**config.mk**
```make
export PLATFORM = sky130hd
export DESIGN_NAME = per2bpm
export DESIGN_NICKNAME = d
export VERILOG_FILES = /design/src/rtl/taptempo_pkg.sv /design/src/rtl/seq_divu.sv /design/src/rtl/per2bpm.sv
export SDC_FILE = /design/constraint.sdc
export NUM_CORES = 1
export LEC_CHECK = 0
export CAP_MARGIN = 20
export CORE_MARGIN = 2
export CORE_UTILIZATION = 30
export CTS_CLUSTER_DIAMETER = 50
export DETAILED_ROUTE_END_ITERATION = 16
export DONT_BUFFER_PORTS = 1
export SYNTH_ARGS = -nofsm -noshare
export SYNTH_HDL_FRONTEND = slang
export SYNTH_SLANG_ARGS = --single-unit
```
**constraint.sdc**
```tcl
create_clock -name clk_i -period 2.8 [get_ports clk_i]
set_clock_uncertainty 0.15 [all_clocks]
set_input_delay 0.42 -clock clk_i [delete_from_list [all_inputs] [get_ports clk_i]]
set_output_delay 0.42 -clock clk_i [all_outputs]
set_load 0.03 [all_outputs]
```
**src/rtl/taptempo_pkg.sv**
```systemverilog
// taptempo_pkg: constants and types shared across the tap-tempo blocks.
//   BPM_PER_MAX      largest period the period counter can report (time pulses)
//   BPM_MAX          saturation ceiling of the displayed BPM
//   PULSE_PER_NS_DEF default time-pulse period in ns
//   PER_W / BPM_W    period and BPM bus widths
//   DIVIDEND / DIV_W pulses-per-minute constant and its width at the default pulse period
//   state_t          per2bpm FSM states
package taptempo_pkg;

    localparam int unsigned BPM_PER_MAX      = 62_600;
    localparam int unsigned BPM_MAX          = 250;
    localparam int unsigned PULSE_PER_NS_DEF = 5120;

    localparam int unsigned PER_W = $clog2(BPM_PER_MAX + 1) + 1;
    localparam int unsigned BPM_W = $clog2(BPM_MAX + 1);

    localparam longint unsigned NS_PER_MIN = 64'd60_000_000_000;

    // Number of time pulses in one minute for a given pulse period.
    function automatic longint unsigned dividend_for(input int unsigned pulse_ns);
        return NS_PER_MIN / 64'(pulse_ns);
    endfunction

    localparam longint unsigned DIVIDEND = NS_PER_MIN / 64'(PULSE_PER_NS_DEF);
    localparam int unsigned     DIV_W    = $clog2(DIVIDEND + 1);

    typedef enum logic [1:0] {IDLE, DIV, DONE} state_t;

endpackage

```
**src/rtl/seq_divu.sv**
```systemverilog
// seq_divu: unsigned restoring divider, one quotient bit per clock.
//   clk_i       system clock
//   rst_i       asynchronous active-high reset
//   start_i     load operands and (re)start; also restarts a division in flight
//   abort_i     drop the division in flight without producing done
//   dividend_i  DVD_W-bit dividend
//   divisor_i   DVS_W-bit divisor (0 yields an all-ones quotient)
//   quotient_o  quotient, valid while done_o is high
//   done_o      high for the one cycle after the last quotient bit is shifted in
module seq_divu #(
    parameter int unsigned DVD_W = 24,
    parameter int unsigned DVS_W = 17
) (
    input  logic             clk_i,
    input  logic             rst_i,
    input  logic             start_i,
    input  logic             abort_i,
    input  logic [DVD_W-1:0] dividend_i,
    input  logic [DVS_W-1:0] divisor_i,
    output logic [DVD_W-1:0] quotient_o,
    output logic             done_o
);

    localparam int unsigned STEP_W = $clog2(DVD_W + 1);

    logic [DVS_W:0]    rem_q;
    logic [DVD_W-1:0]  quo_q;
    logic [DVS_W-1:0]  dvs_q;
    logic [STEP_W-1:0] step_q;
    logic              active_q;

    logic [DVS_W:0] rem_sh;
    logic [DVS_W:0] rem_sub;
    logic           take;

    // The partial remainder is always below the divisor, so its top bit is
    // always free to receive the shift without overflow.
    always_comb begin
        rem_sh  = (DVS_W + 1)'({rem_q, quo_q[DVD_W-1]});
        rem_sub = rem_sh - {1'b0, dvs_q};
        take    = (rem_sh >= {1'b0, dvs_q});
    end

    always_ff @(posedge clk_i or posedge rst_i) begin
        if (rst_i) begin
            rem_q    <= '0;
            quo_q    <= '0;
            dvs_q    <= '0;
            step_q   <= '0;
            active_q <= 1'b0;
        end else if (start_i) begin
            rem_q    <= '0;
            quo_q    <= dividend_i;
            dvs_q    <= divisor_i;
            step_q   <= STEP_W'(DVD_W);
            active_q <= 1'b1;
        end else if (abort_i) begin
            active_q <= 1'b0;
        end else if (active_q) begin
            if (step_q != '0) begin
                rem_q  <= take ? rem_sub : rem_sh;
                quo_q  <= {quo_q[DVD_W-2:0], take};
                step_q <= step_q - 1'b1;
            end else begin
                active_q <= 1'b0;
            end
        end
    end

    assign quotient_o = quo_q;
    assign done_o     = active_q && (step_q == '0);

endmodule

```
**src/rtl/per2bpm.sv**
```systemverilog
// per2bpm: converts a tap period (count of time pulses) into beats per minute,
// bpm = min(pulses_per_minute / period, BPM_MAX), via a sequential divider.
//   clk_i            system clock
//   rst_i            asynchronous active-high reset
//   btn_per_i        measured tap period in time pulses
//   btn_per_valid_i  one-cycle strobe qualifying btn_per_i; restarts any division in flight
//   bpm_o            last computed BPM, held between results
//   bpm_valid_o      one-cycle strobe when bpm_o updates
//   busy_o           high while a division is in progress
module per2bpm
    import taptempo_pkg::*;
#(
    parameter int unsigned PULSE_PER_NS = PULSE_PER_NS_DEF
) (
    input  logic             clk_i,
    input  logic             rst_i,
    input  logic [PER_W-1:0] btn_per_i,
    input  logic             btn_per_valid_i,
    output logic [BPM_W-1:0] bpm_o,
    output logic             bpm_valid_o,
    output logic             busy_o
);

    localparam longint unsigned DVD   = dividend_for(PULSE_PER_NS);
    localparam int unsigned     DVD_W = $clog2(DVD + 1);

    state_t           state_q;
    logic [BPM_W-1:0] bpm_q;
    logic             bpm_valid_q;
    logic             busy_q;

    logic [DVD_W-1:0] quotient;
    logic             div_done;
    logic [BPM_W-1:0] bpm_sat;

    seq_divu #(
        .DVD_W(DVD_W),
        .DVS_W(PER_W)
    ) u_div (
        .clk_i     (clk_i),
        .rst_i     (rst_i),
        .start_i   (btn_per_valid_i),
        .abort_i   (1'b0),
        .dividend_i(DVD_W'(DVD)),
        .divisor_i (btn_per_i),
        .quotient_o(quotient),
        .done_o    (div_done)
    );

    always_comb begin
        if (quotient > DVD_W'(BPM_MAX)) begin
            bpm_sat = BPM_W'(BPM_MAX);
        end else begin
            bpm_sat = quotient[BPM_W-1:0];
        end
    end

    // A new valid in any state restarts the divider (latest period wins), so
    // DIV simply stays put and ignores a done from the superseded division.
    always_ff @(posedge clk_i or posedge rst_i) begin
        if (rst_i) begin
            state_q     <= IDLE;
            bpm_q       <= '0;
            bpm_valid_q <= 1'b0;
            busy_q      <= 1'b0;
        end else begin
            bpm_valid_q <= 1'b0;
            unique case (state_q)
                IDLE: begin
                    if (btn_per_valid_i) begin
                        state_q <= DIV;
                        busy_q  <= 1'b1;
                    end
                end
                DIV: begin
                    if (!btn_per_valid_i && div_done) begin
                        state_q     <= DONE;
                        bpm_q       <= bpm_sat;
                        bpm_valid_q <= 1'b1;
                    end
                end
                DONE: begin
                    if (btn_per_valid_i) begin
                        state_q <= DIV;
                    end else begin
                        state_q <= IDLE;
                        busy_q  <= 1'b0;
                    end
                end
                default: begin
                    state_q <= IDLE;
                    busy_q  <= 1'b0;
                end
            endcase
        end
    end

    assign bpm_o       = bpm_q;
    assign bpm_valid_o = bpm_valid_q;
    assign busy_o      = busy_q;

endmodule

```
**Run 1: track usage over the die**

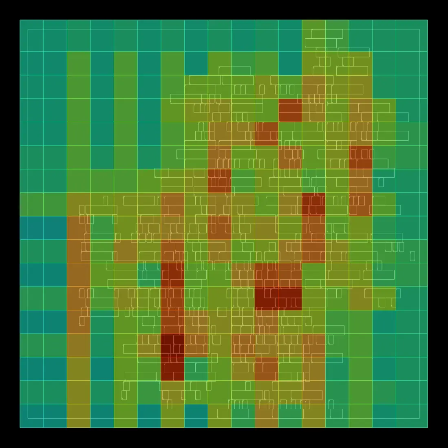
met1 Use GR: 18.12%
met3 Use GR: 3.375%
GR peak layer: met2

**Run 1: selected gate families**

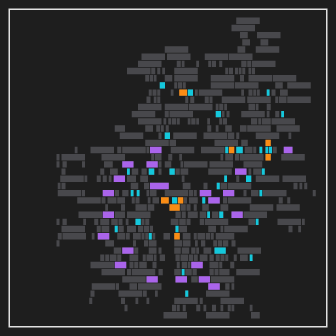
- AND and OR gates: orange (cells 8; most used and3_1; where center)
- NOR gates: cyan (cells 34; most used nor2_1)
- adder and majority cells: purple (cells 21; most used ha_1)
fraction of area in multi-input gates: 42.14%
fin cells: 630

**Run 1: sequential cells colored by netlist name**

Bar = 20 µm. Other sequential cells in the stronger gray, the rest of the logic in the fainter gray.
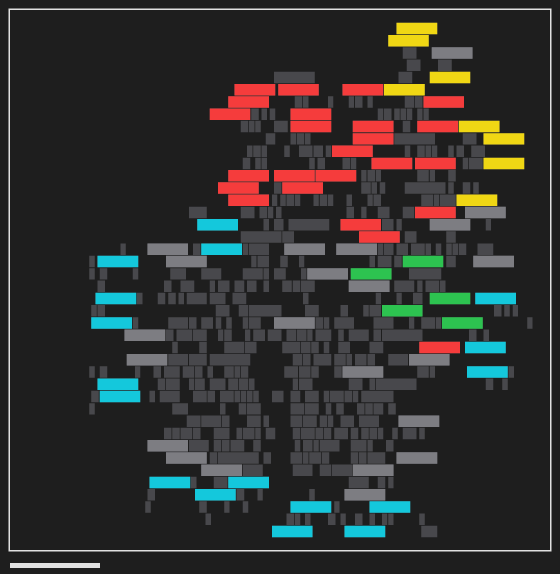
- u_div.quotient_o: red (flops 24)
- u_div.dvs_q: cyan (flops 17)
- u_div.step_q: green (flops 5; where middle right)
- bpm_o: yellow (flops 8; where upper right)
- not colored: 22
Finished Core Util: 34.78%
flop share of the area: 41.62%

**Run 1: I/O nets highlighted**

Bar = 20 µm.
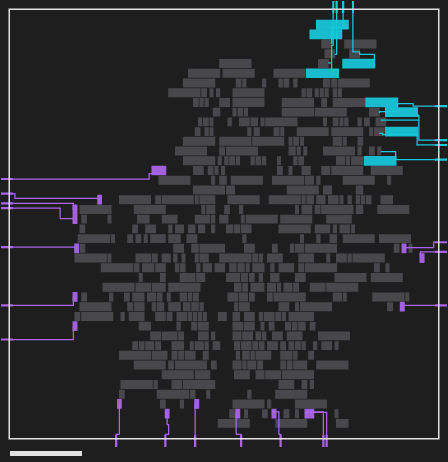
- btn_per_i: purple (bits 17; direction input; edge 7 left, 7 bottom, 3 right; end cells 17; buffers 0; wire 264 µm)
- bpm_o: cyan (bits 8; direction output; edge 4 right, 4 top; end cells 8; buffers 0; wire 146 µm)
# port buffers: 0
Top Ports: 30

==> CHANGELOG.md, run 1 <==
## Implementation

* Status: complete, no violations
* Commonest Layout Cell: nand2_1
* H-tree lvl count at 3
* Hold path endpoint: u_div.quotient_o[22]
* Max-area cell share at 47.37%
* Setup repair bufs after CTS at 0
* Final setup vio count at 0
* Hold_sp: btn_per_valid_i
* Top logic family: AND-OR/OR-AND gates
* Final wirelength at 8.957 mm
* Buffering overhead at 2.629%
* Yosys chip area at 4015 µm²
* Top logic cells by instance count in the layout: 91 x nand2_1, 76 x dfrtp_1, 40 x a21oi_1
* Main flop type: dfrtp_1
* Crit path max fanout at 10
* Clock buffer count from CTS at 9
* Max cap viols at 0
* Leading power group: combinational logic
* Stage-log warning count at 27
* Buf+Inv Stages, Crit Path at 0
* Die span in x at 119.7 µm
* Clk Latency, worst-skew pair at 0.34 ns
* Met3 wire length at 476 µm
* WHS at 0.01604 ns
* Fin area at 4569 µm²
* Synth-to-Final Area Change at 13.80%
* Crit path from: u_div.rem_q[10]
* Max Transition Viols Final at 0
* Setup crit end: u_div.rem_q[7]
* Sequential power at 1.51 mW
* # Taps at 176
* Cell Rows at 42
* Register share of total power at 35.0%
* Area share of fa/ha/maj cells after synthesis at 6.669%
* Fin Setup TNS at 0 ns
* Net switching share of the total power at 38.09%
* Crit-path max cell delay at 0.62 ns
* Worst vdd rail ir drop at 0.3672 mV
* Synth warn at 0
* Detail Placement HPWL at 5.987 mm
* Yosys cell count at 446
* Antenna cells at 1
* Mapped cell area at 4015 µm²
* Synth async-reset ratio at 100.0%
* R2R Path Start: u_div.rem_q[10]
* NumNets Final at 488
* Cell type with the largest total area: dfrtp_1
* Worst setup margin at 0.1264 ns
* Drt wl/cell at 14.22 µm
==> run 1 -> run 2 <==
Settings changed: CORE_MARGIN 2 to default.
==> run 2 against run 1 <==
Power up 1.7%; register-to-register slack is essentially flat; maximum frequency is 0.45% lower; clock power rose by 5%; via count grew 0.99%; largest cell class unchanged.
==> CHANGELOG.md, run 2 <==
## Implementation

* Net switching share of the total power at 37.51% (-0.58 points)
* Final wirelength at 9.109 mm (+1.7%)
* R2R Path Start: u_div.rem_q[6]
* Top logic family: AND-OR/OR-AND gates
* Main flop type: dfrtp_1
* Area share of fa/ha/maj cells after synthesis at 6.669% (unchanged)
* Hold path endpoint: u_div.dvs_q[16]
* Antenna cells at 0 (-1)
* GR peak layer: met2
* WHS at 0.02359 ns (+0.007553 ns)
* Max Transition Viols Final at 0 (unchanged)
* Clk Latency, worst-skew pair at 0.34 ns (about the same)
* Drt wl/cell at 14.48 µm (+1.9%)
* Cell Rows at 41 (-2.4%)
* Leading power group: combinational logic
* Setup crit end: u_div.rem_q[7]
* Status: complete, no violations
* Max-area cell share at 47.37% (unchanged)
* Detail Placement HPWL at 6.273 mm (+4.8%)
* Crit-path max cell delay at 0.61 ns (about the same)
* Die span in x at 117.7 µm (-1.7%)
* Synth-to-Final Area Change at 14.74%
* Worst vdd rail ir drop at 0.3268 mV (-11%)
* Crit path from: u_div.rem_q[6]
* Mapped cell area at 4015 µm² (unchanged)
* Synth warn at 0 (unchanged)
**Run 2: I/O nets highlighted**

Bar = 20 µm.
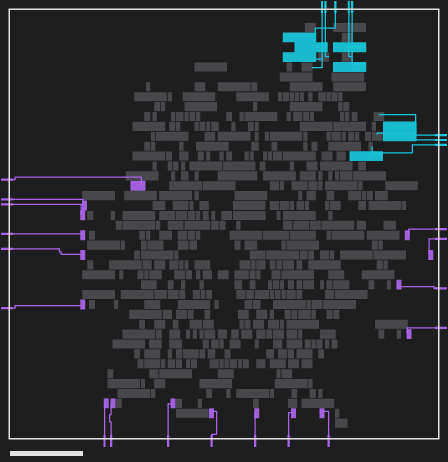
- bpm_o: cyan (bits 8; direction output; edge 5 top, 3 right; end cells 8; buffers 0; wire 142 µm)
- btn_per_i: purple (bits 17; direction input; edge 7 bottom, 6 left, 4 right; end cells 17; buffers 0; wire 242 µm)

**Run 2: sequential cells colored by netlist name**

Bar = 20 µm. Other sequential cells in the stronger gray, the rest of the logic in the fainter gray.
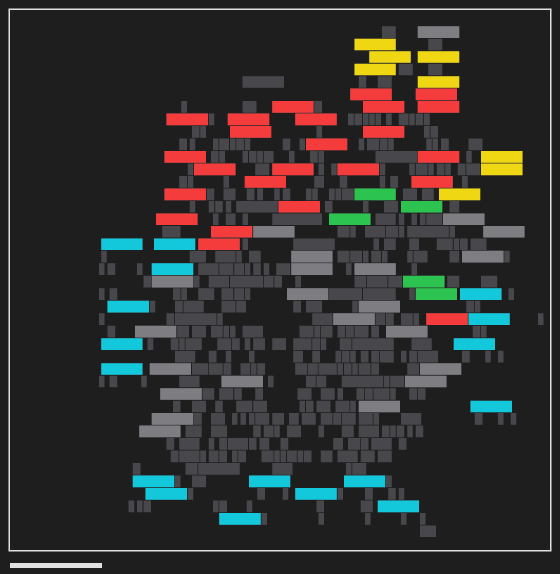
- u_div.step_q: green (flops 5; where middle right)
- bpm_o: yellow (flops 8; where upper right)
- u_div.dvs_q: cyan (flops 17)
- u_div.quotient_o: red (flops 24)
- not colored: 22
sequential power: 1.51 mW
Seq. cell area: 1902 µm²
flop share of the area: 41.28%
Finished Core Util: 35.92%

No activity file was given, so power comes from the tool's default toggle rates.
